==> src/rtl/iot_event_encoder_if.sv <==
// Device-event bus between the status registers/monitor side and the encoder.
// The encoder side (slave) samples dev_status/en and drives the event strobe and counters.
interface iot_event_encoder_if #(
    parameter int N_DEV = 8,
    parameter int CNT_W = 8,
    parameter int ID_W  = 3
);
    logic [N_DEV-1:0] dev_status;
    logic             en;
    logic             change;
    logic             on_off;
    logic [ID_W-1:0]  dev_id;
    logic [CNT_W-1:0] active_count;
    logic [CNT_W-1:0] pending;

    modport master (
        output dev_status, en,
        input  change, on_off, dev_id, active_count, pending
    );

    modport slave (
        input  dev_status, en,
        output change, on_off, dev_id, active_count, pending
    );
endinterface

==> src/rtl/iot_event_encoder.sv <==
// Emits one change/on_off event per clock for devices whose level differs from
// the last reported state, scanning round-robin from the device after the last one served.
module iot_event_encoder #(
    parameter int N_DEV = 8,
    parameter int CNT_W = 8,
    parameter int ID_W  = 3
) (
    input  logic                clk,
    input  logic                rst,
    iot_event_encoder_if.slave  bus
);
    localparam logic [ID_W-1:0] LAST_ID = ID_W'(N_DEV - 1);

    logic [N_DEV-1:0] shadow_q, shadow_d;
    logic [ID_W-1:0]  ptr_q, ptr_d;
    logic [ID_W-1:0]  dev_id_q, dev_id_d;
    logic             change_q, change_d;
    logic             on_off_q, on_off_d;
    logic [CNT_W-1:0] count_q, count_d;

    logic [N_DEV-1:0] diff;
    logic [CNT_W-1:0] pending_c;
    logic             found;
    logic [ID_W-1:0]  sel;
    logic [ID_W-1:0]  scan;
    logic [ID_W-1:0]  sel_next;

    always_comb begin
        diff = bus.dev_status ^ shadow_q;
    end

    always_comb begin
        pending_c = '0;
        for (int k = 0; k < N_DEV; k++) begin
            pending_c = pending_c + {{(CNT_W-1){1'b0}}, diff[k]};
        end
    end

    // Wrapping increment keeps scan indices inside 0..N_DEV-1 even when N_DEV is not a power of two.
    always_comb begin
        found = 1'b0;
        sel   = ptr_q;
        scan  = ptr_q;
        for (int k = 0; k < N_DEV; k++) begin
            if (!found && diff[scan]) begin
                found = 1'b1;
                sel   = scan;
            end
            scan = (scan == LAST_ID) ? '0 : scan + ID_W'(1);
        end
        sel_next = (sel == LAST_ID) ? '0 : sel + ID_W'(1);
    end

    always_comb begin
        shadow_d = shadow_q;
        ptr_d    = ptr_q;
        dev_id_d = dev_id_q;
        on_off_d = on_off_q;
        count_d  = count_q;
        change_d = 1'b0;
        if (bus.en && found) begin
            change_d       = 1'b1;
            on_off_d       = bus.dev_status[sel];
            dev_id_d       = sel;
            shadow_d[sel]  = bus.dev_status[sel];
            ptr_d          = sel_next;
            count_d        = bus.dev_status[sel] ? count_q + CNT_W'(1) : count_q - CNT_W'(1);
        end
    end

    always_ff @(posedge clk) begin
        if (rst) begin
            shadow_q <= '0;
            ptr_q    <= '0;
            dev_id_q <= '0;
            change_q <= 1'b0;
            on_off_q <= 1'b0;
            count_q  <= '0;
        end else begin
            shadow_q <= shadow_d;
            ptr_q    <= ptr_d;
            dev_id_q <= dev_id_d;
            change_q <= change_d;
            on_off_q <= on_off_d;
            count_q  <= count_d;
        end
    end

    assign bus.change       = change_q;
    assign bus.on_off       = on_off_q;
    assign bus.dev_id       = dev_id_q;
    assign bus.active_count = count_q;
    assign bus.pending      = pending_c;
endmodule

==> src/flat_wrapper.sv <==
// flat-port wrapper written by rule: the top's interface ports become plain ports
module iot_event_encoder_flat 
#(
    parameter int N_DEV = 8,
    parameter int CNT_W = 8,
    parameter int ID_W  = 3
)
  (clk, rst, bus_dev_status, bus_en, bus_change, bus_on_off, bus_dev_id, bus_active_count, bus_pending);
  iot_event_encoder_if #(.N_DEV(N_DEV), .CNT_W(CNT_W), .ID_W(ID_W)) bus_i ();
  input  logic clk;
  input  logic rst;
  input wire logic [$bits(bus_i.dev_status)-1:0] bus_dev_status;
  input wire logic [$bits(bus_i.en)-1:0] bus_en;
  output wire logic [$bits(bus_i.change)-1:0] bus_change;
  output wire logic [$bits(bus_i.on_off)-1:0] bus_on_off;
  output wire logic [$bits(bus_i.dev_id)-1:0] bus_dev_id;
  output wire logic [$bits(bus_i.active_count)-1:0] bus_active_count;
  output wire logic [$bits(bus_i.pending)-1:0] bus_pending;
  assign bus_i.dev_status = bus_dev_status;
  assign bus_i.en = bus_en;
  assign bus_change = bus_i.change;
  assign bus_on_off = bus_i.on_off;
  assign bus_dev_id = bus_i.dev_id;
  assign bus_active_count = bus_i.active_count;
  assign bus_pending = bus_i.pending;
  iot_event_encoder #(.N_DEV(N_DEV), .CNT_W(CNT_W), .ID_W(ID_W)) u_core (.clk(clk), .rst(rst), .bus(bus_i));
endmodule
==> config.mk <==
export PLATFORM = sky130hd
export DESIGN_NAME = iot_event_encoder_flat
export DESIGN_NICKNAME = d
export VERILOG_FILES = /design/src/rtl/iot_event_encoder_if.sv /design/src/rtl/iot_event_encoder.sv /design/src/flat_wrapper.sv
export SDC_FILE = /design/constraint.sdc
export NUM_CORES = 1
export LEC_CHECK = 0
export CORE_UTILIZATION = 60
export DETAILED_ROUTE_END_ITERATION = 10
export PLACE_DENSITY_LB_ADDON = 0.25
export REMOVE_ABC_BUFFERS = 1
export SLEW_MARGIN = 0
export SYNTH_ARGS = -nofsm -noshare
export SYNTH_HDL_FRONTEND = slang
export SYNTH_SLANG_ARGS = --single-unit
==> constraint.sdc <==
create_clock -name clk -period 14.9 [get_ports clk]
set_input_delay 2.98 -clock clk [delete_from_list [all_inputs] [get_ports clk]]
set_output_delay 2.98 -clock clk [all_outputs]
set_load 0.02 [all_outputs]
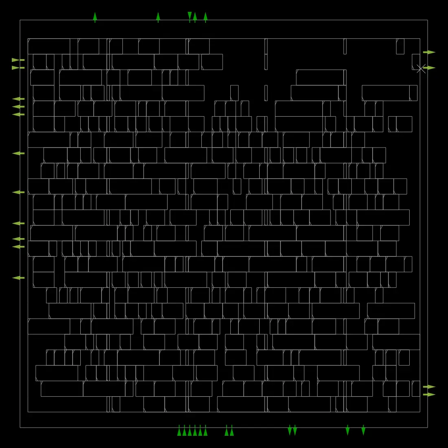
Figure 1: cell outlines without signal wires.
sequential cell area share: 0.153
Core ar.: 4470 µm²
num rows: 24
# fillers: 372
n_taps: 52

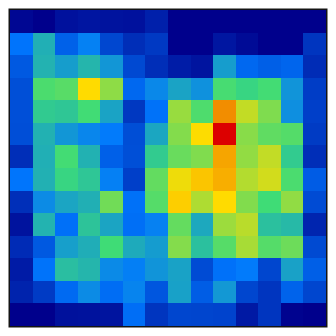
Figure 2: routed metal per tile.
The die is cut into 14 by 14 equal tiles; dark blue is low, red is high, scaled to the fullest tile. Values are wire area over tile area, all layers added.
mean over tiles: 0.23
fullest tile: 0.76
emptiest ninth of the die: top middle

==> changes_impl.md <==
### Physical design

* Wirelength per Cell at approximately 18 µm
* Synthesis warning total at 0
* CTS tree: done
* DR iter-0 viols at 390
* Remaining antenna violation count after routing at 0
* Tool Warnings at 28
* Number of global-route vias before repair at 2465
* Synthesized cell area at around 2900 µm²
* # nets final at between 300 and 400
* Worst path most repeated cell: fa_1
* Post-synth ARST share at 0
* DRT Pass-1 Iters at 9
* Most instantiated logic cells after routing: nor2_1, nand2_1, mux2i_1
* Die H at 71.3 µm
* I/O pins at 32
* PostCTS Resize Cnt at 0
* Root Buffer: clkbuf_8
* CP endpoint kind: output port
* Failing checks: DRC
* Die Wd at 71.3 µm
* Final setup fails at 0
* Final Slew Violations at 0
* Max incr delay on CP at 0.59 ns
* Layout cell share with drive strength beyond 1 at 0.110
* #FFs+latches synth at 24
* DP Wirelength at 5250 µm
* Worst-Margin Slew at ~1.1 ns
* Routability cong. at 0.944
* # Cells Yosys at 344
* Most instantiated logic cell after routing: nor2_1
* # DRC at 1
* Clock Skews at ~0.0077 ns
* CTS sink cnt at 24
* RSZ-0062 raised after global routing: false
* Synth top area cells: dfxtp_1, mux4_2, mux2i_1, nor2_1, nand2_1
* Synth cell types at 60
* Chip area at 5080 µm²
* WP data arrival at 6.70 ns
* TNS Setup at 0 ns
* Mapped Cells at 344
* Hold-fix buffer count after cts at 0
* Crit path time final at approximately 9.7 ns
* Buf/Inv on CP at 5
* First-pass GRT wire length at 11800 µm
* Largest net degree at the start of global routing at 31
* Yosys Chip Area at 2880 µm²
* R2R Path Start: u_core.ptr_q[0]
* Worst hold slack at 0.488 ns
* GRT Resource Usage Total at 0.291
* Max cap viols at 0
* Final Hold Fails at 0
* Routed WL at 7250 µm
* Critical path, cell by cell: clkdlybuf4s50_1 -> xnor2_1 -> inv_2 -> ha_1 -> fa_1 -> fa_1 -> fa_1 -> inv_1 -> fa_1 -> inv_1 -> clkdlybuf4s50_1
* Gate Area at 2210 µm²
* Peak Freq at 103 MHz
* Hold Crit Start: u_core.shadow_q[5]
* Register area at 480 µm²
* Htree depth at 1
* Seq/Total Area, Yosys at 0.167
* GRT overflow at 0
* Vias at 2705
* Run status: complete, but fails checks
* Top cell area share at 0.167
* Reg clk slew, reported paths at 0.08 ns
* Fp util at 0.643
* Crit path from: bus_dev_status[1]
* Port buffer count at 27
* Data required, critical path at 11.92 ns
* CTS Buf Count at 3
* Largest area contributor in the netlist: dfxtp_1
* Ys flop type: dfxtp_1
* Vias per cell at 6.63
* Post-CTS setup buffer count at 0
* Slowest-stage cell, CP: clkdlybuf4s50_1
* Clk_lat worst skew at 0.27 ns
* Number of enable flip-flop cells at 0
* Worst-path maximum fanout at 6
* CP Class: in2out
* Top Family by Delay on Critical Path: adder cells
* CP Launch Type: input port
* Max Buffers Root-to-Sink at 2
* Antenna violations before repair at 0
* N_diodes at 0
* Relative slew slack at 0.294
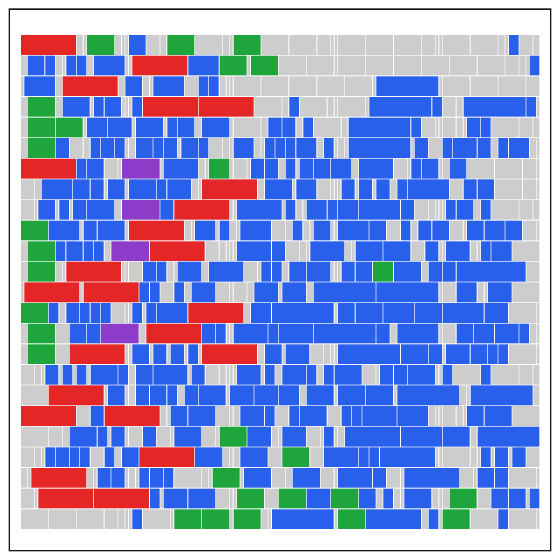
Figure 3: cell classes on the final placement.
Fill, decap, tap and diode cells in grey.
| class | colour | cells | share of their area |
|---|---|---|---|
| clock drivers and dummy loads | purple | 4 | 1.8% |
| all other logic | blue | 299 | 73% |
| flip-flops | red | 24 | 16% |
| other buffers and delay cells | green | 29 | 9.3% |

## flip-flops by register name, indices dropped and copies added (netlist names)
name,cells
u_core.bus.on_off,1
u_core.bus.active_count,8
u_core.bus.dev_id,3
u_core.bus.change,1
u_core.ptr_q,3
u_core.shadow_q,8
## routing by layer
layer  vias up  part of all wire  track usage
met5         -                 0            0
met3        17             0.074       0.0169
met4         0             0.017       0.0756
li1       1273                 -            -
met2       133              0.50        0.511
met1      1282              0.41        0.391
## cells in the mapped netlist (all sizes together) (2+ instances only)
library cell	n
a2111oi	4
a211oi	4
a21boi	2
a21oi	19
a221oi	2
a31oi	3
and2	2
and3	4
buf	14
clkbuf	10
dfxtp	24
fa	4
ha	10
inv	13
mux2	12
mux2i	30
mux4	14
nand2	35
nand2b	4
nand3	12
nand4	6
nor2	40
nor2b	10
nor3	10
o211ai	7
o21ai	12
o22ai	4
or2	2
or3	4
xnor2	9
xor2	5
## worst min-delay path: stages (launching register included)
cell and delay (ns):
dfxtp_1 0.33, nand2_1 0.06, a21oi_1 0.06
## cells by family (layout without fill, tap and decap cells)
logic type	Yosys count	in the layout	synth area share
AND-OR/OR-AND	66	66	0.160
adder cells (fa/ha/maj)	14	14	0.0713
flip-flops	24	24	0.167
AND/OR/NAND/NOR	131	131	0.215
buffers and inverters	37	46	0.0704
XOR/XNOR	15	15	0.0513
other	1	4	0.00130
multiplexers	56	56	0.263
## through the flow
stage	setup slack, ns	util	area, µm²	instances
after global placement	5.30	0.690	3090	404
after global routing	5.04	0.702	3140	408
after floorplan	6.30	-	2740	323
after CTS	5.22	0.702	3140	408
final	5.22	0.702	3140	408
after detailed placement	5.22	0.690	3090	404
## worst paths after layout
path	end	slack [ns]	cells past startpoint
setup reg to reg	u_core.bus.active_count[4]	8.58	18
setup / recovery	bus_pending[1]	5.22	11
hold reg to reg	u_core.shadow_q[5]	0.49	2
hold / removal	u_core.shadow_q[5]	0.49	2
## area by class of cell
type / instances / area share
Tap cell: 52 / 0.0207
Inverter: 13 / 0.0155
Sequential cell: 24 / 0.153
Clock buffer: 4 / 0.0175
Timing Repair Buffer: 29 / 0.0908
Multi-Input combinational cell: 286 / 0.702
